<file path="src/rtl/div_sequencer_pkg.sv">
// Shared types and constants for the iterative divider.
// Imported by the interface, the step cell and the sequencer top.
package div_sequencer_pkg;

    localparam int RegWidth = 32;

    typedef logic [RegWidth-1:0] regval_t;

    typedef enum logic [2:0] {
        IDLE,
        SETUP,
        ITERATE,
        FIXUP,
        DONE
    } div_state_t;

    localparam regval_t DivZeroQuotient = 32'hFFFF_FFFF;

    // Two's-complement magnitude; 0x8000_0000 maps to itself, which reads as 2^31 unsigned.
    function automatic regval_t abs_val(input regval_t v, input logic en);
        return (en && v[RegWidth-1]) ? -v : v;
    endfunction

endpackage

</file>
<file path="src/rtl/div_sequencer_if.sv">
// Request/result bundle between execute (master) and the divider (slave).
// Request fields are sampled with start; results hold until the next request overwrites them.
interface div_sequencer_if;
    import div_sequencer_pkg::*;

    logic    start;
    logic    is_signed;
    regval_t numer;
    regval_t denom;
    logic    cancel;
    logic    busy;
    logic    done;
    regval_t quotient;
    regval_t remainder;
    logic    divide_by_zero;

    modport master (
        output start, is_signed, numer, denom, cancel,
        input  busy, done, quotient, remainder, divide_by_zero
    );

    modport slave (
        input  start, is_signed, numer, denom, cancel,
        output busy, done, quotient, remainder, divide_by_zero
    );

endinterface

</file>
<file path="src/rtl/div_sequencer_step.sv">
// One combinational restoring-division step on unsigned magnitudes.
// Shifts {rem, quo} left by one and subtracts the divisor when it fits.
module div_step
    import div_sequencer_pkg::*;
(
    input  regval_t rem,
    input  regval_t quo,
    input  regval_t divisor,
    output regval_t rem_next,
    output regval_t quo_next
);

    logic [RegWidth:0] w_shifted;
    logic              w_fits;
    regval_t           w_diff;

    assign w_shifted = {rem, quo[RegWidth-1]};
    assign w_fits    = (w_shifted >= {1'b0, divisor});
    // rem < divisor on entry, so whenever the trial fits the difference is below 2^32.
    assign w_diff    = w_shifted[RegWidth-1:0] - divisor;

    assign rem_next = w_fits ? w_diff : w_shifted[RegWidth-1:0];
    assign quo_next = {quo[RegWidth-2:0], w_fits};

endmodule

</file>
<file path="src/rtl/div_sequencer.sv">
// Multi-cycle signed/unsigned 32-bit divider with start/done handshake.
// Magnitudes are divided by a chain of restoring steps, then signs are applied in FIXUP.
module div_sequencer
    import div_sequencer_pkg::*;
#(
    parameter int Width         = 32,
    parameter int StepsPerCycle = 1
) (
    input  logic           clock,
    input  logic           reset,
    div_sequencer_if.slave bus
);

    localparam int         Iters   = Width / StepsPerCycle;
    localparam logic [4:0] CntLoad = 5'(Iters - 1);

    div_state_t r_state;
    logic [4:0] r_cnt;
    logic       r_busy;
    logic       r_done;

    regval_t    r_numer;
    regval_t    r_denom;
    logic       r_is_signed;
    regval_t    r_div;
    regval_t    r_rem;
    regval_t    r_quo;
    logic       r_q_neg;
    logic       r_r_neg;
    regval_t    r_quotient;
    regval_t    r_remainder;
    logic       r_dbz;

    logic       w_accept;
    logic       w_denom_zero;
    regval_t    w_rem_chain [0:StepsPerCycle];
    regval_t    w_quo_chain [0:StepsPerCycle];

    assign w_accept     = (r_state == IDLE) && bus.start && !bus.cancel;
    assign w_denom_zero = (r_denom == '0);

    assign w_rem_chain[0] = r_rem;
    assign w_quo_chain[0] = r_quo;

    generate
        for (genvar gi = 0; gi < StepsPerCycle; gi++) begin : g_step
            div_step u_step (
                .rem      (w_rem_chain[gi]),
                .quo      (w_quo_chain[gi]),
                .divisor  (r_div),
                .rem_next (w_rem_chain[gi+1]),
                .quo_next (w_quo_chain[gi+1])
            );
        end
    endgenerate

    // Control FSM: cancel overrides every state and drops a simultaneous start.
    always_ff @(posedge clock or posedge reset) begin
        if (reset) begin
            r_state <= IDLE;
            r_cnt   <= '0;
            r_busy  <= 1'b0;
            r_done  <= 1'b0;
        end else begin
            r_done <= 1'b0;
            if (bus.cancel) begin
                r_state <= IDLE;
                r_busy  <= 1'b0;
            end else begin
                case (r_state)
                    IDLE: begin
                        if (bus.start) begin
                            r_state <= SETUP;
                            r_busy  <= 1'b1;
                        end
                    end
                    SETUP: begin
                        if (w_denom_zero) begin
                            r_state <= DONE;
                            r_done  <= 1'b1;
                        end else begin
                            r_state <= ITERATE;
                            r_cnt   <= CntLoad;
                        end
                    end
                    ITERATE: begin
                        if (r_cnt == '0) begin
                            r_state <= FIXUP;
                        end else begin
                            r_cnt <= r_cnt - 5'd1;
                        end
                    end
                    FIXUP: begin
                        r_state <= DONE;
                        r_done  <= 1'b1;
                    end
                    DONE: begin
                        r_state <= IDLE;
                        r_busy  <= 1'b0;
                    end
                    default: begin
                        r_state <= IDLE;
                        r_busy  <= 1'b0;
                    end
                endcase
            end
        end
    end

    // Datapath: results only change in SETUP (divide by zero) or FIXUP, never on cancel.
    always_ff @(posedge clock or posedge reset) begin
        if (reset) begin
            r_numer     <= '0;
            r_denom     <= '0;
            r_is_signed <= 1'b0;
            r_div       <= '0;
            r_rem       <= '0;
            r_quo       <= '0;
            r_q_neg     <= 1'b0;
            r_r_neg     <= 1'b0;
            r_quotient  <= '0;
            r_remainder <= '0;
            r_dbz       <= 1'b0;
        end else if (!bus.cancel) begin
            case (r_state)
                IDLE: begin
                    if (w_accept) begin
                        r_numer     <= bus.numer;
                        r_denom     <= bus.denom;
                        r_is_signed <= bus.is_signed;
                    end
                end
                SETUP: begin
                    r_dbz <= 1'b0;
                    if (w_denom_zero) begin
                        r_quotient  <= DivZeroQuotient;
                        r_remainder <= r_numer;
                        r_dbz       <= 1'b1;
                    end else begin
                        r_div   <= abs_val(r_denom, r_is_signed);
                        r_quo   <= abs_val(r_numer, r_is_signed);
                        r_rem   <= '0;
                        r_q_neg <= r_is_signed & (r_numer[RegWidth-1] ^ r_denom[RegWidth-1]);
                        r_r_neg <= r_is_signed & r_numer[RegWidth-1];
                    end
                end
                ITERATE: begin
                    r_rem <= w_rem_chain[StepsPerCycle];
                    r_quo <= w_quo_chain[StepsPerCycle];
                end
                FIXUP: begin
                    r_quotient  <= r_q_neg ? -r_quo : r_quo;
                    r_remainder <= r_r_neg ? -r_rem : r_rem;
                end
                default: begin
                end
            endcase
        end
    end

    assign bus.busy           = r_busy;
    assign bus.done           = r_done;
    assign bus.quotient       = r_quotient;
    assign bus.remainder      = r_remainder;
    assign bus.divide_by_zero = r_dbz;

endmodule

</file>
<file path="src/flat_wrapper.sv">
// flat-port wrapper written by rule: the top's interface ports become plain ports
module div_sequencer_flat import div_sequencer_pkg::*;
#(
    parameter int Width         = 32,
    parameter int StepsPerCycle = 1
)
  (clock, reset, bus_start, bus_is_signed, bus_numer, bus_denom, bus_cancel, bus_busy, bus_done, bus_quotient, bus_remainder, bus_divide_by_zero);
  div_sequencer_if bus_i ();
  input  logic clock;
  input  logic reset;
  input wire logic [$bits(bus_i.start)-1:0] bus_start;
  input wire logic [$bits(bus_i.is_signed)-1:0] bus_is_signed;
  input wire logic [$bits(bus_i.numer)-1:0] bus_numer;
  input wire logic [$bits(bus_i.denom)-1:0] bus_denom;
  input wire logic [$bits(bus_i.cancel)-1:0] bus_cancel;
  output wire logic [$bits(bus_i.busy)-1:0] bus_busy;
  output wire logic [$bits(bus_i.done)-1:0] bus_done;
  output wire logic [$bits(bus_i.quotient)-1:0] bus_quotient;
  output wire logic [$bits(bus_i.remainder)-1:0] bus_remainder;
  output wire logic [$bits(bus_i.divide_by_zero)-1:0] bus_divide_by_zero;
  assign bus_i.start = bus_start;
  assign bus_i.is_signed = bus_is_signed;
  assign bus_i.numer = bus_numer;
  assign bus_i.denom = bus_denom;
  assign bus_i.cancel = bus_cancel;
  assign bus_busy = bus_i.busy;
  assign bus_done = bus_i.done;
  assign bus_quotient = bus_i.quotient;
  assign bus_remainder = bus_i.remainder;
  assign bus_divide_by_zero = bus_i.divide_by_zero;
  div_sequencer #(.Width(Width), .StepsPerCycle(StepsPerCycle)) u_core (.clock(clock), .reset(reset), .bus(bus_i));
endmodule
</file>
<file path="config.mk">
export PLATFORM = sky130hd
export DESIGN_NAME = div_sequencer_flat
export DESIGN_NICKNAME = d
export VERILOG_FILES = /design/src/rtl/div_sequencer_pkg.sv /design/src/rtl/div_sequencer_if.sv /design/src/rtl/div_sequencer_step.sv /design/src/rtl/div_sequencer.sv /design/src/flat_wrapper.sv
export SDC_FILE = /design/constraint.sdc
export NUM_CORES = 1
export LEC_CHECK = 0
export ABC_AREA = 1
export CORE_MARGIN = 4
export CORE_UTILIZATION = 25
export DETAILED_ROUTE_END_ITERATION = 10
export HOLD_SLACK_MARGIN = 0.08
export SLEW_MARGIN = 5
export SYNTH_ARGS = -nofsm -noshare
export SYNTH_HDL_FRONTEND = slang
export SYNTH_SLANG_ARGS = --single-unit
</file>
<file path="constraint.sdc">
create_clock -name clock -period 14.7 [get_ports clock]
set_input_delay 2.205 -clock clock [delete_from_list [all_inputs] [get_ports clock]]
set_output_delay 2.205 -clock clock [all_outputs]
set_load 0.05 [all_outputs]
</file>
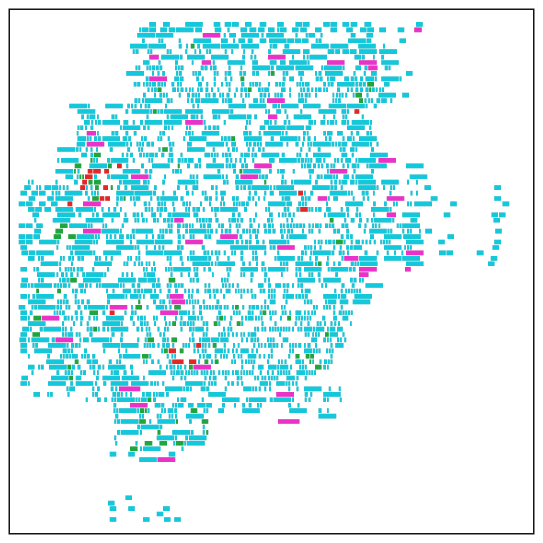
Figure 1: sizing map.
Scale: 2 px per um.
legend:
  _3 and _4 cells:
    colour: red
    cells: 19
    share: 0.76%
    most_used: buf_4
  _0 and _1 cells:
    colour: cyan
    cells: 2349
    share: 94%
    most_used: nand2_1
  _2 cells:
    colour: green
    cells: 84
    share: 3.4%
    most_used: nor2_2
  _6 and larger:
    colour: magenta
    cells: 45
    share: 1.8%
    most_used: clkbuf_16
buffers outside the clock class: 146
P&R area growth vs syn: 19.2%
Setup WS post-layout: 10.41 ns

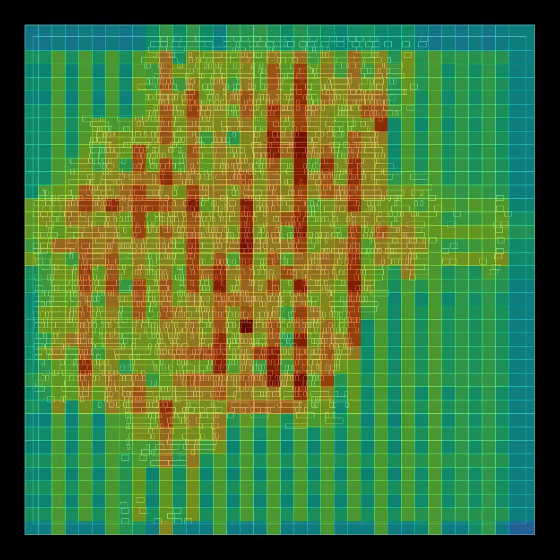
Figure 2: congestion heat map.
Final Core Density: 30.3%
grt met3 use: 1.95%
GRT Util Overall: 14.8%
Avg WL per Cell: 15.4 um

==> results.cfg <==
; synthesis and place-and-route metrics
[status]
outcome = finished clean

[yosys]
edf_count = 0
ys_sh_mux_pct = 0.701
synthSimpleGateAreaFrac_pct = 36.2
synth.top_cells.by_count = nand2_1 (732), inv_1 (312), nand3_1 (257), nor2_1 (243), dfrtp_1 (238)
yosysWarnings = 0
synth_xor_xnor_area_share_pct = 3.16

[placement]
hpwl_um = 39300

[power]
largestPowerGroup = combinational cells
share_clk_of_total_power_pct = 22.3
p_seq_share_pct = 32.5
combinationalPowerShare_pct = 45.2

[cells_and_area]
final_cell_area_sq_um = 19200
sh_seq_area_pct = 31.1
layout_top_cell = nand2_1

[final_timing]
tns_ns = 0
finalSetupViolations = 0

[grt]
grt_pass1_wl_um = 81300

[die]
pin_count = 136
fp.dieW_um = 262

[setup_path]
crit_required_ns = 15.31

[route]
ant_nets = 0
drc_errors = 0

[clocking]
max-clock-path-buffers = 3
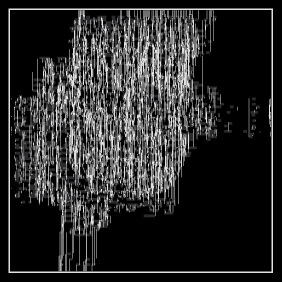
Figure 3: metal 2.
Scale: 1 px per um. Cells faint in the background.
share of all routed wire: 44%
main direction: vertical
via count: 15300
GR Layer Usage met2: 23.2%
final WL: 51500 um

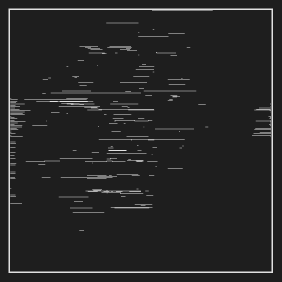
Figure 4: M3 wires.
Scale: 1 px per um.
wire length on this layer: 2640 um
longest straight run: 89.9 um
main direction: horizontal
share of all routed wire: 5.1%
nets with wire on the layer: 171

